### config.mk
export PLATFORM = sky130hd
export DESIGN_NAME = db_ram_1p_ctrl
export DESIGN_NICKNAME = d
export VERILOG_FILES = /design/src/rtl/db_ram_1p_ctrl_pkg.sv /design/src/rtl/db_resp_fifo.sv /design/src/rtl/db_ram_1p_ctrl.sv
export SDC_FILE = /design/constraint.sdc
export NUM_CORES = 1
export LEC_CHECK = 0
export ABC_AREA = 1
export CORE_ASPECT_RATIO = 0.5
export CORE_MARGIN = 5
export CORE_UTILIZATION = 46
export CTS_BUF_LIST = sky130_fd_sc_hd__clkbuf_8
export CTS_CLUSTER_SIZE = 16
export DETAILED_ROUTE_END_ITERATION = 10
export PLACE_DENSITY = 0.85
export RECOVER_POWER = 50
export SETUP_SLACK_MARGIN = 0.2
export SLEW_MARGIN = 20
export SYNTH_ARGS = -nofsm -noshare
export SYNTH_HDL_FRONTEND = slang
export SYNTH_SLANG_ARGS = --single-unit
### constraint.sdc
create_clock -name clk -period 4.2 [get_ports clk]
set_clock_uncertainty 0.2 [all_clocks]
set_input_delay 0.84 -clock clk [delete_from_list [all_inputs] [get_ports clk]]
set_output_delay 0.84 -clock clk [all_outputs]
set_load 0.02 [all_outputs]
### src/rtl/db_ram_1p_ctrl_pkg.sv
// Shared constants and encodings for the deblocking line-buffer RAM controller.
package db_ram_1p_ctrl_pkg;

  localparam int unsigned DB_RAM_WW = 20;
  localparam int unsigned DB_RAM_AW = 8;

  typedef enum logic {
    ST_RUN = 1'b0,
    ST_CLR = 1'b1
  } db_state_e;

  typedef enum logic {
    PRI_RD = 1'b0,
    PRI_WR = 1'b1
  } db_pri_e;

endpackage

### src/rtl/db_resp_fifo.sv
// Two-entry synchronous response FIFO; push and pop may coincide.
module db_resp_fifo #(
  parameter int unsigned Width = 20
) (
  input  logic             clk,
  input  logic             rst,
  input  logic             push_i,
  input  logic             pop_i,
  input  logic [Width-1:0] dat_i,
  output logic             val_o,
  output logic [Width-1:0] dat_o,
  output logic [1:0]       cnt_o
);

  logic [Width-1:0] r_mem [2];
  logic             r_wptr;
  logic             r_rptr;
  logic [1:0]       r_cnt;
  logic             w_push;
  logic             w_pop;

  assign w_pop  = pop_i && (r_cnt != 2'd0);
  assign w_push = push_i && ((r_cnt != 2'd2) || w_pop);

  // Storage, pointers and occupancy.
  always_ff @(posedge clk) begin
    if (rst) begin
      r_mem[0] <= '0;
      r_mem[1] <= '0;
      r_wptr   <= 1'b0;
      r_rptr   <= 1'b0;
      r_cnt    <= 2'd0;
    end else begin
      if (w_push) begin
        r_mem[r_wptr] <= dat_i;
        r_wptr        <= ~r_wptr;
      end
      if (w_pop) begin
        r_rptr <= ~r_rptr;
      end
      case ({w_push, w_pop})
        2'b10:   r_cnt <= r_cnt + 2'd1;
        2'b01:   r_cnt <= r_cnt - 2'd1;
        default: r_cnt <= r_cnt;
      endcase
    end
  end

  // Head of queue; zero when empty so the response bus is quiet.
  always_comb begin
    val_o = (r_cnt != 2'd0);
    dat_o = val_o ? r_mem[r_rptr] : '0;
    cnt_o = r_cnt;
  end

endmodule

### src/rtl/db_ram_1p_ctrl.sv
// Single-port line-buffer SRAM controller: arbitrates write and read channels onto one
// RAM port, buffers read data in a 2-entry FIFO and runs a zero-fill clear sequence.
module db_ram_1p_ctrl
  import db_ram_1p_ctrl_pkg::*;
#(
  parameter int unsigned Word_Width = DB_RAM_WW,
  parameter int unsigned Addr_Width = DB_RAM_AW
) (
  input  logic                  clk,
  input  logic                  rst,
  input  logic                  clr_i,
  output logic                  busy_o,
  input  logic                  wr_val_i,
  output logic                  wr_rdy_o,
  input  logic [Addr_Width-1:0] wr_addr_i,
  input  logic [Word_Width-1:0] wr_dat_i,
  input  logic                  rd_val_i,
  output logic                  rd_rdy_o,
  input  logic [Addr_Width-1:0] rd_addr_i,
  output logic                  rd_dat_val_o,
  input  logic                  rd_dat_rdy_i,
  output logic [Word_Width-1:0] rd_dat_o,
  output logic                  ram_cen_o,
  output logic                  ram_oen_o,
  output logic                  ram_wen_o,
  output logic [Addr_Width-1:0] ram_addr_o,
  output logic [Word_Width-1:0] ram_dat_o,
  input  logic [Word_Width-1:0] ram_dat_i
);

  db_state_e             r_state;
  db_pri_e               r_pri;
  logic [Addr_Width-1:0] r_clr_cnt;
  logic                  r_rd_pend;

  logic [1:0]            w_fifo_cnt;
  logic                  w_fifo_val;
  logic [Word_Width-1:0] w_fifo_dat;
  logic                  w_run;
  logic                  w_clr_go;
  logic                  w_pop;
  logic [2:0]            w_occ;
  logic                  w_rd_ok;
  logic                  w_wr_go;
  logic                  w_rd_go;
  logic                  w_contend;
  logic                  w_last;

  // Channel handshakes and arbitration; outputs are held quiet while rst is high.
  always_comb begin
    w_run        = !rst && (r_state == ST_RUN);
    w_clr_go     = !rst && (r_state == ST_CLR);
    rd_dat_val_o = !rst && w_fifo_val;
    rd_dat_o     = rst ? '0 : w_fifo_dat;
    busy_o       = w_clr_go;
    w_pop        = rd_dat_val_o && rd_dat_rdy_i;
    // Occupancy the FIFO will reach once the in-flight read lands.
    w_occ        = {1'b0, w_fifo_cnt} + {2'b00, r_rd_pend} - {2'b00, w_pop};
    w_rd_ok      = (w_occ < 3'd2);
    wr_rdy_o     = w_run && !(rd_val_i && w_rd_ok && (r_pri == PRI_RD));
    rd_rdy_o     = w_run && w_rd_ok && !(wr_val_i && (r_pri == PRI_WR));
    w_wr_go      = wr_val_i && wr_rdy_o;
    w_rd_go      = rd_val_i && rd_rdy_o;
    w_contend    = w_run && wr_val_i && rd_val_i && w_rd_ok;
    w_last       = (r_clr_cnt == {Addr_Width{1'b1}});
  end

  // RAM port drive, decoded from the grant of this cycle.
  always_comb begin
    ram_cen_o  = 1'b1;
    ram_wen_o  = 1'b1;
    ram_oen_o  = rst;
    ram_addr_o = '0;
    ram_dat_o  = '0;
    if (w_clr_go) begin
      ram_cen_o  = 1'b0;
      ram_wen_o  = 1'b0;
      ram_addr_o = r_clr_cnt;
    end else if (w_wr_go) begin
      ram_cen_o  = 1'b0;
      ram_wen_o  = 1'b0;
      ram_addr_o = wr_addr_i;
      ram_dat_o  = wr_dat_i;
    end else if (w_rd_go) begin
      ram_cen_o  = 1'b0;
      ram_addr_o = rd_addr_i;
    end
  end

  // Control FSM, priority toggle and read-pending tracking.
  always_ff @(posedge clk) begin
    if (rst) begin
      r_state   <= ST_RUN;
      r_pri     <= PRI_RD;
      r_clr_cnt <= '0;
      r_rd_pend <= 1'b0;
    end else begin
      r_rd_pend <= w_rd_go;
      if (w_contend) begin
        r_pri <= (r_pri == PRI_RD) ? PRI_WR : PRI_RD;
      end
      case (r_state)
        ST_RUN: begin
          if (clr_i) begin
            r_state   <= ST_CLR;
            r_clr_cnt <= '0;
          end
        end
        ST_CLR: begin
          if (w_last) begin
            r_state   <= ST_RUN;
            r_clr_cnt <= '0;
          end else begin
            r_clr_cnt <= r_clr_cnt + {{(Addr_Width-1){1'b0}}, 1'b1};
          end
        end
        default: r_state <= ST_RUN;
      endcase
    end
  end

  db_resp_fifo #(
    .Width (Word_Width)
  ) u_resp_fifo (
    .clk    (clk),
    .rst    (rst),
    .push_i (r_rd_pend),
    .pop_i  (w_pop),
    .dat_i  (ram_dat_i),
    .val_o  (w_fifo_val),
    .dat_o  (w_fifo_dat),
    .cnt_o  (w_fifo_cnt)
  );

endmodule

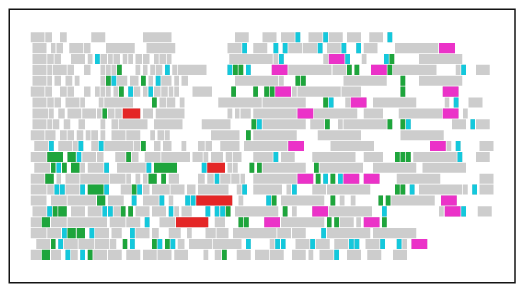
**Above:** gate families picked out.
Scale: 4 px per µm.
mux cells -> magenta  # cells 20, most used mux2_2
inv cells -> cyan  # cells 83, most used inv_1, where spread over the die
fa/ha/maj cells -> red  # cells 4, most used ha_1
nor cells -> green  # cells 75, most used nor2_1

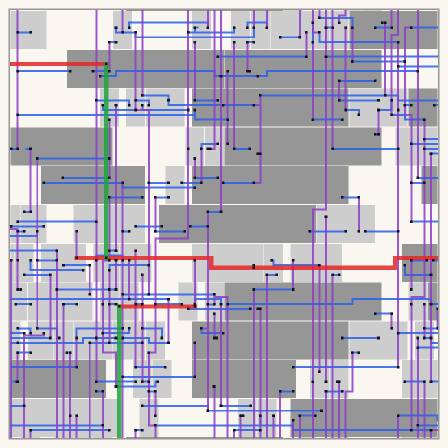
**Above:** zoomed window.
Region (48, 19) to (78, 49) µm. Cells in gray, sequential cells in the stronger gray; small squares are vias.
M1 -> blue
M2 -> purple
M3 -> red
M4 -> green
most frequent = nor2_1 (11), edfxtp_1 (10)
netlist names of flops here include = u_resp_fifo.r_mem (10), u_resp_fifo.cnt_o (2)
cells with their middle in the window = 62
sequential cells in the window = 14

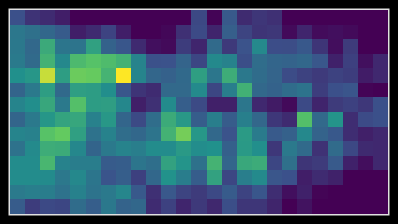
**Above:** routed metal per tile.
Scale: 3 px per µm. 25 x 14 tiles, from dark purple (low) to yellow (high), scaled to the fullest tile. Values are wire area over tile area, all layers added.
mean over tiles = 0.14
nearly empty tiles = 11%
densest ninth of the die = left middle
tiles over half the peak = 15%
fullest tile = 0.48

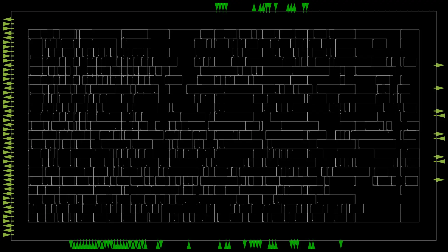
**Above:** placement view.
count of non-filler cells in the finished layout: 602
# fillers: 536
seq_cells: 56
Seq area share: 33.5%

==> ci_impl_report.md <==
## PnR job results

| Metric | Value |
|---|---|
| P_clk | 0.000299 W |
| RSZ-0062 raised after global routing | no |
| Setup TNS | 0 ns |
| Post-Place Worst Slack | -0.491 ns |
| Die footprint | 8570 µm² |
| Hold buffers post-CTS | 0 |
| Placer congestion estimate | 0.842 |
| Slew @ Worst Pin | 1.14 ns |
| Req. time, crit path | 3.16 ns |
| CP bufs+invs | 6 |
| Cell Type Count | 25 |
| Comb/total area | 27.3% |
| Yosys Instances | 382 |
| # Taps | 92 |
| Critical Path Max Stage Delay | 0.44 ns |
| Hold worst-path end | u_resp_fifo.cnt_o[0]$_SDFFE_PP0P_ |
| Leakage | 2.16 nW |
| Pre-antenna DRT Iters | 5 |
| Die Wd | 126 µm |
| Worst R2R Setup Slack | 1.49 ns |
| Inverters, non-clock | 83 |
| Cts repair resizes | 140 |
| CP endpoint kind | primary output |
| Fraction of registers with async set/reset | 0% |
| Worst hold slack | 0.308 ns |
| Global Route met2 Usage | 34.3% |
| Slew HR | 24.2% |
| Wire length on met2 | 3890 µm |
| Nets | 575 |
| Design area | 4550 µm² |
| Number of buffers created by CTS | 5 |
| Yosys simple share | 23.6% |
| Status | finished clean |
| Placed cell area | 4400 µm² |
| Initial antenna violation count | 0 |
| Largest register FFs | 40 |
| End of the critical path | ram_dat_o[4] |
| DP Wirelength | 5410 µm |
| Most crowded layer after global routing | met2 |
| Maximum number of pins on one net before global-route repair | 22 |
| IR Drop Worst-Case VDD | 0.124 mV |
| Maximum fanout along the worst path | 7 |
| Combinational fraction of design power | 27.3% |
| First-pass GRT wire length | 12000 µm |
| Clock buffers | 6 |
| Standard-cell rows | 21 |
| TritonCTS clock tree | done |
| Final antenna-violating net count | 0 |
| Vias in the first global route | 2749 |
| Routed wl met3 | 549 µm |
| Top cells by count | inv_1 (82), nand2_1 (74), nor2_1 (74) |
| H-tree levels | 2 |
| Tool warnings | 26 |
| GRT overflow | 0 |
No activity file was given, so power comes from the tool's default toggle rates.
